Met1 routing:
Cells faint in the background.
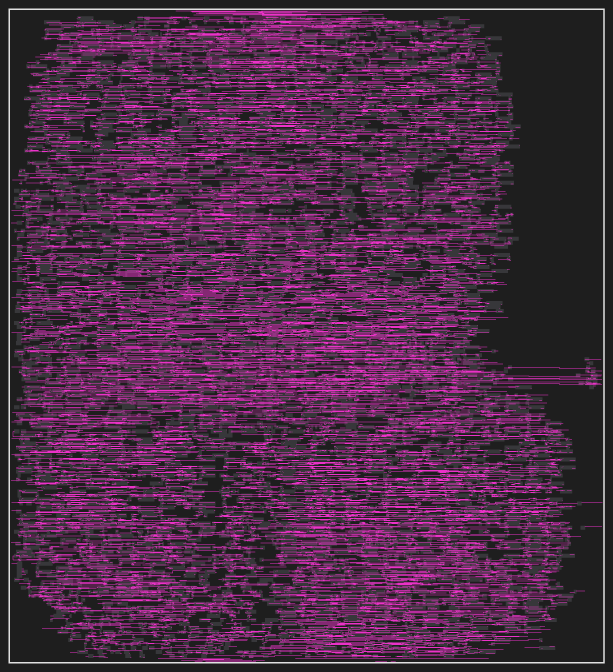
The metal 2 layer:
The bar under the picture is 100 microns long.
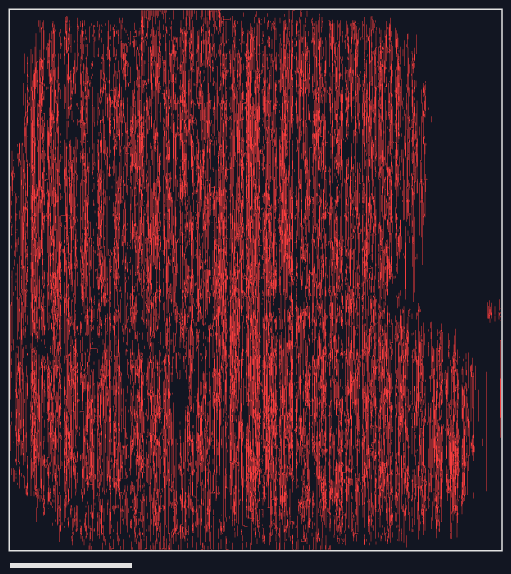
Metal 3:
The bar under the picture is 100 microns long.
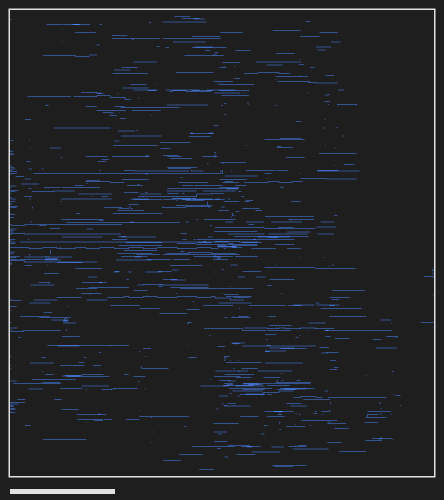
Signal wires on met4:
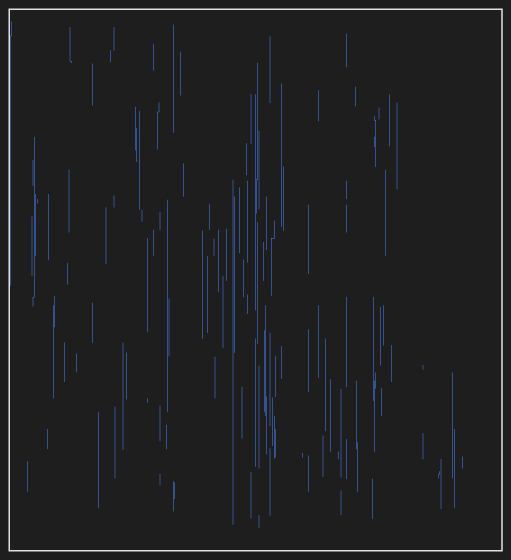
The clock network:
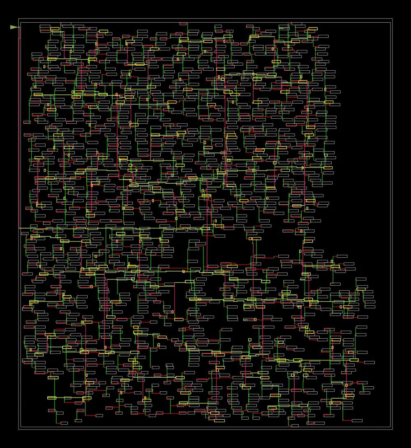
[src/rtl/qtable_update_param.sv]
// qtable_update_param: neighbour / known-cluster-head table updater.
// Each accepted packet updates the neighbour table and then the known-CH
// list. Each table is searched linearly, one entry per cycle.
// Optional build macro: QTABLE_BESTQ_EN adds best_id/best_qvalue tracking
// of the neighbour with the largest Q-value.
module qtable_update_param #(
   parameter int WORD_WIDTH = 16,
   parameter int NBR_DEPTH  = 16,
   parameter int KCH_DEPTH  = 8
) (
   input  logic                  clk,
   input  logic                  rst,
   input  logic                  pkt_valid,
   output logic                  pkt_ready,
   input  logic [WORD_WIDTH-1:0] f_source_id,
   input  logic [WORD_WIDTH-1:0] f_cluster_id,
   input  logic [WORD_WIDTH-1:0] f_energy,
   input  logic [WORD_WIDTH-1:0] f_qvalue,
   input  logic [2:0]            f_packet_type,
   input  logic [7:0]            rd_idx,
   output logic [WORD_WIDTH-1:0] rd_id,
   output logic [WORD_WIDTH-1:0] rd_cluster,
   output logic [WORD_WIDTH-1:0] rd_energy,
   output logic [WORD_WIDTH-1:0] rd_qvalue,
   input  logic [7:0]            kch_rd_idx,
   output logic [WORD_WIDTH-1:0] kch_rd_id,
   output logic [7:0]            nbr_count,
   output logic [7:0]            kch_count,
   output logic                  nbr_hit,
   output logic                  nbr_ovf,
   output logic                  kch_ovf,
   output logic                  done
`ifdef QTABLE_BESTQ_EN
   ,
   output logic [WORD_WIDTH-1:0] best_id,
   output logic [WORD_WIDTH-1:0] best_qvalue
`endif
);
   localparam int NI = (NBR_DEPTH > 1) ? $clog2(NBR_DEPTH) : 1;
   localparam int KI = (KCH_DEPTH > 1) ? $clog2(KCH_DEPTH) : 1;

   // 9-bit counts/indices so a full 256-entry table is representable
   typedef logic [8:0] cnt_t;
   typedef logic [WORD_WIDTH-1:0] word_t;

   typedef enum logic [2:0] {
      S_IDLE, S_SRCH_N, S_WR_N, S_SRCH_K, S_WR_K, S_DONE
`ifdef QTABLE_BESTQ_EN
      , S_SCAN
`endif
   } state_t;

   state_t  state_q;
   logic    ready_q, done_q, hit_q, novf_q, kovf_q, nmatch_q, kmatch_q;
   cnt_t    n_q, k_q, nbr_cnt_q, kch_cnt_q;
   word_t   src_q, clu_q, en_q, qv_q;
   logic [2:0] typ_q;
   word_t   nbr_id_q [NBR_DEPTH];
   word_t   nbr_cl_q [NBR_DEPTH];
   word_t   nbr_en_q [NBR_DEPTH];
   word_t   nbr_qv_q [NBR_DEPTH];
   word_t   kch_id_q [KCH_DEPTH];
`ifdef QTABLE_BESTQ_EN
   logic [NI-1:0] best_idx_q;
   word_t         best_id_q, best_qv_q;
   assign best_id     = best_id_q;
   assign best_qvalue = best_qv_q;
`endif

   assign pkt_ready = ready_q;
   assign done      = done_q;
   assign nbr_hit   = hit_q;
   assign nbr_ovf   = novf_q;
   assign kch_ovf   = kovf_q;
   // A full 256-entry table reports 255 on the 8-bit count port
   assign nbr_count = nbr_cnt_q[8] ? 8'hFF : nbr_cnt_q[7:0];
   assign kch_count = kch_cnt_q[8] ? 8'hFF : kch_cnt_q[7:0];

   // Combinational read ports; out-of-range indices read as zero
   always_comb begin
      rd_id      = '0;
      rd_cluster = '0;
      rd_energy  = '0;
      rd_qvalue  = '0;
      kch_rd_id  = '0;
      for (int i = 0; i < NBR_DEPTH; i++) begin
         if (rd_idx == 8'(i) && cnt_t'(i) < nbr_cnt_q) begin
            rd_id      = nbr_id_q[i];
            rd_cluster = nbr_cl_q[i];
            rd_energy  = nbr_en_q[i];
            rd_qvalue  = nbr_qv_q[i];
         end
      end
      for (int i = 0; i < KCH_DEPTH; i++)
         if (kch_rd_idx == 8'(i) && cnt_t'(i) < kch_cnt_q)
            kch_rd_id = kch_id_q[i];
   end

   // Control FSM with registered outputs and table storage
   always_ff @(posedge clk) begin
      if (rst) begin
         state_q   <= S_IDLE;
         ready_q   <= 1'b1;
         done_q    <= 1'b0;
         hit_q     <= 1'b0;
         novf_q    <= 1'b0;
         kovf_q    <= 1'b0;
         nmatch_q  <= 1'b0;
         kmatch_q  <= 1'b0;
         n_q       <= '0;
         k_q       <= '0;
         nbr_cnt_q <= '0;
         kch_cnt_q <= '0;
         src_q     <= '0;
         clu_q     <= '0;
         en_q      <= '0;
         qv_q      <= '0;
         typ_q     <= '0;
         for (int i = 0; i < NBR_DEPTH; i++) begin
            nbr_id_q[i] <= '0;
            nbr_cl_q[i] <= '0;
            nbr_en_q[i] <= '0;
            nbr_qv_q[i] <= '0;
         end
         for (int i = 0; i < KCH_DEPTH; i++)
            kch_id_q[i] <= '0;
`ifdef QTABLE_BESTQ_EN
         best_idx_q <= '0;
         best_id_q  <= '0;
         best_qv_q  <= '0;
`endif
      end else begin
         done_q <= 1'b0;
         case (state_q)
            S_IDLE: begin
               if (pkt_valid) begin
                  src_q   <= f_source_id;
                  clu_q   <= f_cluster_id;
                  en_q    <= f_energy;
                  qv_q    <= f_qvalue;
                  typ_q   <= f_packet_type;
                  n_q     <= '0;
                  k_q     <= '0;
                  ready_q <= 1'b0;
                  state_q <= S_SRCH_N;
               end
            end
            S_SRCH_N: begin
               if (typ_q == 3'd0) begin
                  hit_q   <= 1'b0;
                  done_q  <= 1'b1;
                  state_q <= S_DONE;
               end else if (n_q == nbr_cnt_q) begin
                  nmatch_q <= 1'b0;
                  state_q  <= S_WR_N;
               end else if (nbr_id_q[n_q[NI-1:0]] == src_q) begin
                  nmatch_q <= 1'b1;
                  state_q  <= S_WR_N;
               end else begin
                  n_q <= n_q + 9'd1;
               end
            end
            S_WR_N: begin
               state_q <= S_SRCH_K;
               if (nmatch_q) begin
                  nbr_cl_q[n_q[NI-1:0]] <= clu_q;
                  nbr_en_q[n_q[NI-1:0]] <= en_q;
                  nbr_qv_q[n_q[NI-1:0]] <= qv_q;
                  hit_q <= 1'b1;
               end else begin
                  hit_q <= 1'b0;
                  if (nbr_cnt_q != cnt_t'(NBR_DEPTH)) begin
                     nbr_id_q[nbr_cnt_q[NI-1:0]] <= src_q;
                     nbr_cl_q[nbr_cnt_q[NI-1:0]] <= clu_q;
                     nbr_en_q[nbr_cnt_q[NI-1:0]] <= en_q;
                     nbr_qv_q[nbr_cnt_q[NI-1:0]] <= qv_q;
                     nbr_cnt_q <= nbr_cnt_q + 9'd1;
                  end else begin
                     novf_q <= 1'b1;
                  end
               end
`ifdef QTABLE_BESTQ_EN
               if (nmatch_q) begin
                  if (n_q[NI-1:0] == best_idx_q) begin
                     // Current best lost value: the new best can be anywhere
                     if (qv_q < best_qv_q) begin
                        n_q     <= '0;
                        state_q <= S_SCAN;
                     end else begin
                        best_qv_q <= qv_q;
                     end
                  end else if (qv_q > best_qv_q ||
                               (qv_q == best_qv_q && n_q[NI-1:0] < best_idx_q)) begin
                     best_idx_q <= n_q[NI-1:0];
                     best_id_q  <= src_q;
                     best_qv_q  <= qv_q;
                  end
               end else if (nbr_cnt_q != cnt_t'(NBR_DEPTH)) begin
                  // Appended entry has the highest index, so it wins only strictly
                  if (nbr_cnt_q == '0 || qv_q > best_qv_q) begin
                     best_idx_q <= nbr_cnt_q[NI-1:0];
                     best_id_q  <= src_q;
                     best_qv_q  <= qv_q;
                  end
               end
`endif
            end
            S_SRCH_K: begin
               if (k_q == kch_cnt_q) begin
                  kmatch_q <= 1'b0;
                  state_q  <= S_WR_K;
               end else if (kch_id_q[k_q[KI-1:0]] == clu_q) begin
                  kmatch_q <= 1'b1;
                  state_q  <= S_WR_K;
               end else begin
                  k_q <= k_q + 9'd1;
               end
            end
            S_WR_K: begin
               done_q  <= 1'b1;
               state_q <= S_DONE;
               // Cluster ID 0 means "no cluster head" and is never recorded
               if (!kmatch_q && clu_q != '0) begin
                  if (kch_cnt_q != cnt_t'(KCH_DEPTH)) begin
                     kch_id_q[kch_cnt_q[KI-1:0]] <= clu_q;
                     kch_cnt_q <= kch_cnt_q + 9'd1;
                  end else begin
                     kovf_q <= 1'b1;
                  end
               end
            end
            S_DONE: begin
               ready_q <= 1'b1;
               state_q <= S_IDLE;
            end
`ifdef QTABLE_BESTQ_EN
            S_SCAN: begin
               if (n_q == '0 || nbr_qv_q[n_q[NI-1:0]] > best_qv_q) begin
                  best_idx_q <= n_q[NI-1:0];
                  best_id_q  <= nbr_id_q[n_q[NI-1:0]];
                  best_qv_q  <= nbr_qv_q[n_q[NI-1:0]];
               end
               if (n_q == nbr_cnt_q - 9'd1) state_q <= S_SRCH_K;
               else                         n_q     <= n_q + 9'd1;
            end
`endif
            default: state_q <= S_IDLE;
         endcase
      end
   end
endmodule

[config.mk]
export PLATFORM = sky130hd
export DESIGN_NAME = qtable_update_param
export DESIGN_NICKNAME = d
export VERILOG_FILES = /design/src/rtl/qtable_update_param.sv
export SDC_FILE = /design/constraint.sdc
export NUM_CORES = 2
export LEC_CHECK = 0
export ABC_CLOCK_PERIOD_IN_PS = 8400
export CAP_MARGIN = 20
export CELL_PAD_IN_SITES_DETAIL_PLACEMENT = 1
export CELL_PAD_IN_SITES_GLOBAL_PLACEMENT = 1
export CORE_ASPECT_RATIO = 1.1
export CORE_MARGIN = 2
export CORE_UTILIZATION = 34
export DETAILED_ROUTE_END_ITERATION = 16
export PLACE_DENSITY_LB_ADDON = 0.12
export SLEW_MARGIN = 10
export SYNTH_ARGS = -nofsm -noshare
export SYNTH_HDL_FRONTEND = slang
export SYNTH_SLANG_ARGS = --single-unit
[constraint.sdc]
create_clock -name clk -period 8.4 [get_ports clk]
set_input_delay 2.52 -clock clk [delete_from_list [all_inputs] [get_ports clk]]
set_output_delay 2.52 -clock clk [all_outputs]
set_load 0.01 [all_outputs]
==> reports/qor.txt <==
Area-dominant class: flip-flops and latches
Non-CTS buffers: 594
Slew Limit Fails: 0
Worst reg2reg setup slack: 3.08 ns
Pleak: 26.4 nW
Number of vias per cell: 5.72
Die area: 178000 sq um
RePlAce Congestion: 0.838
Antenna violations before repair: 15
Reg2reg end: nbr_en_q[15][3]$_SDFFCE_PN0P_
NumNets Final: 5218
Yosys cell count: 4842
Remaining routing DRC violations: 0
WHS Endpoint: src_q[15]$_SDFFE_PP0P_
Clock Sinks: 1272
Commonest Layout Cell: edfxtp_1
Total power density per cell area: 203 nW/um^2
Syn Std Cell Area: 59300 sq um
Setup bufs post-CTS: 36
Gate Count Post-Synth: 4842
Seq/Total Area, Yosys: 0.623
DP Area: 65800 sq um
CP Capture Type: output pin
Tool warning count: 32
Final std cells w/o fill: 7517
Top-area cell share: 0.583
Max-Cap Viols: 0
Grt total ovfl: 0
Final setup margin: 0.0550 ns
Required time of the critical path: 5.88 ns
I/O pin cnt: 187
Wire length per cell: 31.2 microns
Clock-pin slew on the worst setup and hold paths: 0.06 ns
Yosys warnings: 0
Vias in the first global route: 44.9k
Fin crit share: 0.993
Die Span X: 402 microns
CP top delay family: simple AND/OR/NAND/NOR gates
Total track usage: 0.260
Clk root buf: clkbuf_16
Relative slew slack: 0.229
Reg2reg path depth: 12
Sequential cell area: 37000 sq um
Pre-Place Util: 0.343
Post-Syn Area per Cell: 12.3 sq um
Num rows: 160
Most used DFF post-synth: edfxtp_1
Logic area: 21500 sq um
Adder Area Share: 0.00169
# clk buffers: 200
Place WS: -1.38 ns
Diodes inserted: 3
Data buffer area share: 0.0791
PortBufs: 186
Status: finished clean
Worst R2R Start: nbr_cnt_q[1]$_SDFFE_PP0P_
Crit Path Class: primary input to output pin
Iter 0 DRT Violations: 4053
Synth flops: 1272
Logic share of the area: 0.300
MUX area fraction: 0.0415
Clock buffer depth: 3
Pre-antenna DRT Iters: 6
Worst path most repeated cell: buf_4
Pin count of the biggest net entering global routing: 69
Number of fill cells: 17.9k
Cells along the critical path: dlygate4sd2_1 > or4_4 > or3_4 > nor4_4 > buf_4 > buf_12 > bufbuf_16 > buf_4 > a222oi_1 > a211oi_1 > a211o_1 > o221ai_1 > a21oi_1 > buf_4 > buf_6
Non-Clock Inverter Count: 15
Number of library cell types mapped by synthesis: 83
Tapcells: 2268
Back to the opening pictures, 'met1 routing':
The layer carries 104 mm of wire. The wires run mostly horizontal.
final wirelength: 234000 microns
routed vias: 43.0k
met1 Use GR: 0.353

Back to the opening pictures, 'the metal 2 layer':
4627 nets have wire on it. The layer carries 113 mm of wire. The layer holds 48% of the routed length. The longest straight run is 131 microns.

Back to the opening pictures, 'metal 3':
The layer holds 4.8% of the routed length. The wires run mostly horizontal. The longest straight run is 198 microns. The layer carries 11300 microns of wire.

Back to the opening pictures, 'signal wires on met4':
The longest straight run is 282 microns. The wires run mostly vertical. The layer holds 2.7% of the routed length. 73 nets have wire on it.

Back to the opening pictures, 'the clock network':
clk_lat worst skew: 0.80 ns
power in the clock group: 6.29 mW
seq_cells: 1272

worst register-to-register path, stage by stage (launching register included):
cell and delay [ns]:
dfxtp_1 0.81, inv_1 0.20, ha_1 0.23, buf_4 0.29, nand2_1 0.13, nor3_1 0.12
nor3_2 0.54, nand2b_1 0.30, nor2_2 0.17, a21oi_1 0.20, nor2_4 0.18, buf_4 0.70
or2_4 0.99
routing by layer:
layer | track usage | vias up | wire, microns
met5 | 0 | - | 36
met4 | 0.0702 | 6 | 6210
met3 | 0.0330 | 310 | 11300
met2 | 0.436 | 1214 | 113000
met1 | 0.353 | 22800 | 104000
li1 | - | 18600 | -
cells in the mapped netlist (13+ instances only):
cell      instances
a211oi_1         26
o21ai_0          70
a21oi_1         176
mux4_2           62
dfxtp_1         120
a221oi_1         93
inv_1            14
a22oi_1         102
o22ai_1         181
or2_2            52
a222oi_1         51
edfxtp_1       1152
xor2_1           33
a211o_1          20
and3_1          121
mux2i_1          93
nor2_1          248
o31ai_1          24
a31oi_1          13
nand4_1          25
nand3_1          47
or3_1            17
nor3_1           55
nand2_1         258
clkbuf_1        386
buf_1            31
nor4_1           18
xnor2_1          39
a221o_1          20
buf_2            31
o221ai_1         64
and2_1         1038
worst max path at each step:
stage               from             to  depth (start not counted)
6_report       rd_idx[6]   rd_qvalue[0]                         15
4_1_cts        rd_idx[5]   rd_qvalue[0]                         15
2_1_floorplan  rd_idx[7]       rd_id[5]                         11
3_5_place_dp   rd_idx[7]       rd_id[7]                         14
3_3_place_gp   rd_idx[6]   rd_energy[1]                         16
5_1_grt        rd_idx[7]  rd_energy[13]                         19
where the power goes:
| group | internal [mW] | leakage (nW) | switching, mW |
|---|---|---|---|
| combinational | 0.220 | 11.3 | 0.607 |
| sequential | 7.14 | 12.9 | 0.242 |
| clock | 3.58 | 2.21 | 2.72 |
Power figures rest on the tool's default switching activity, not on a simulated workload.
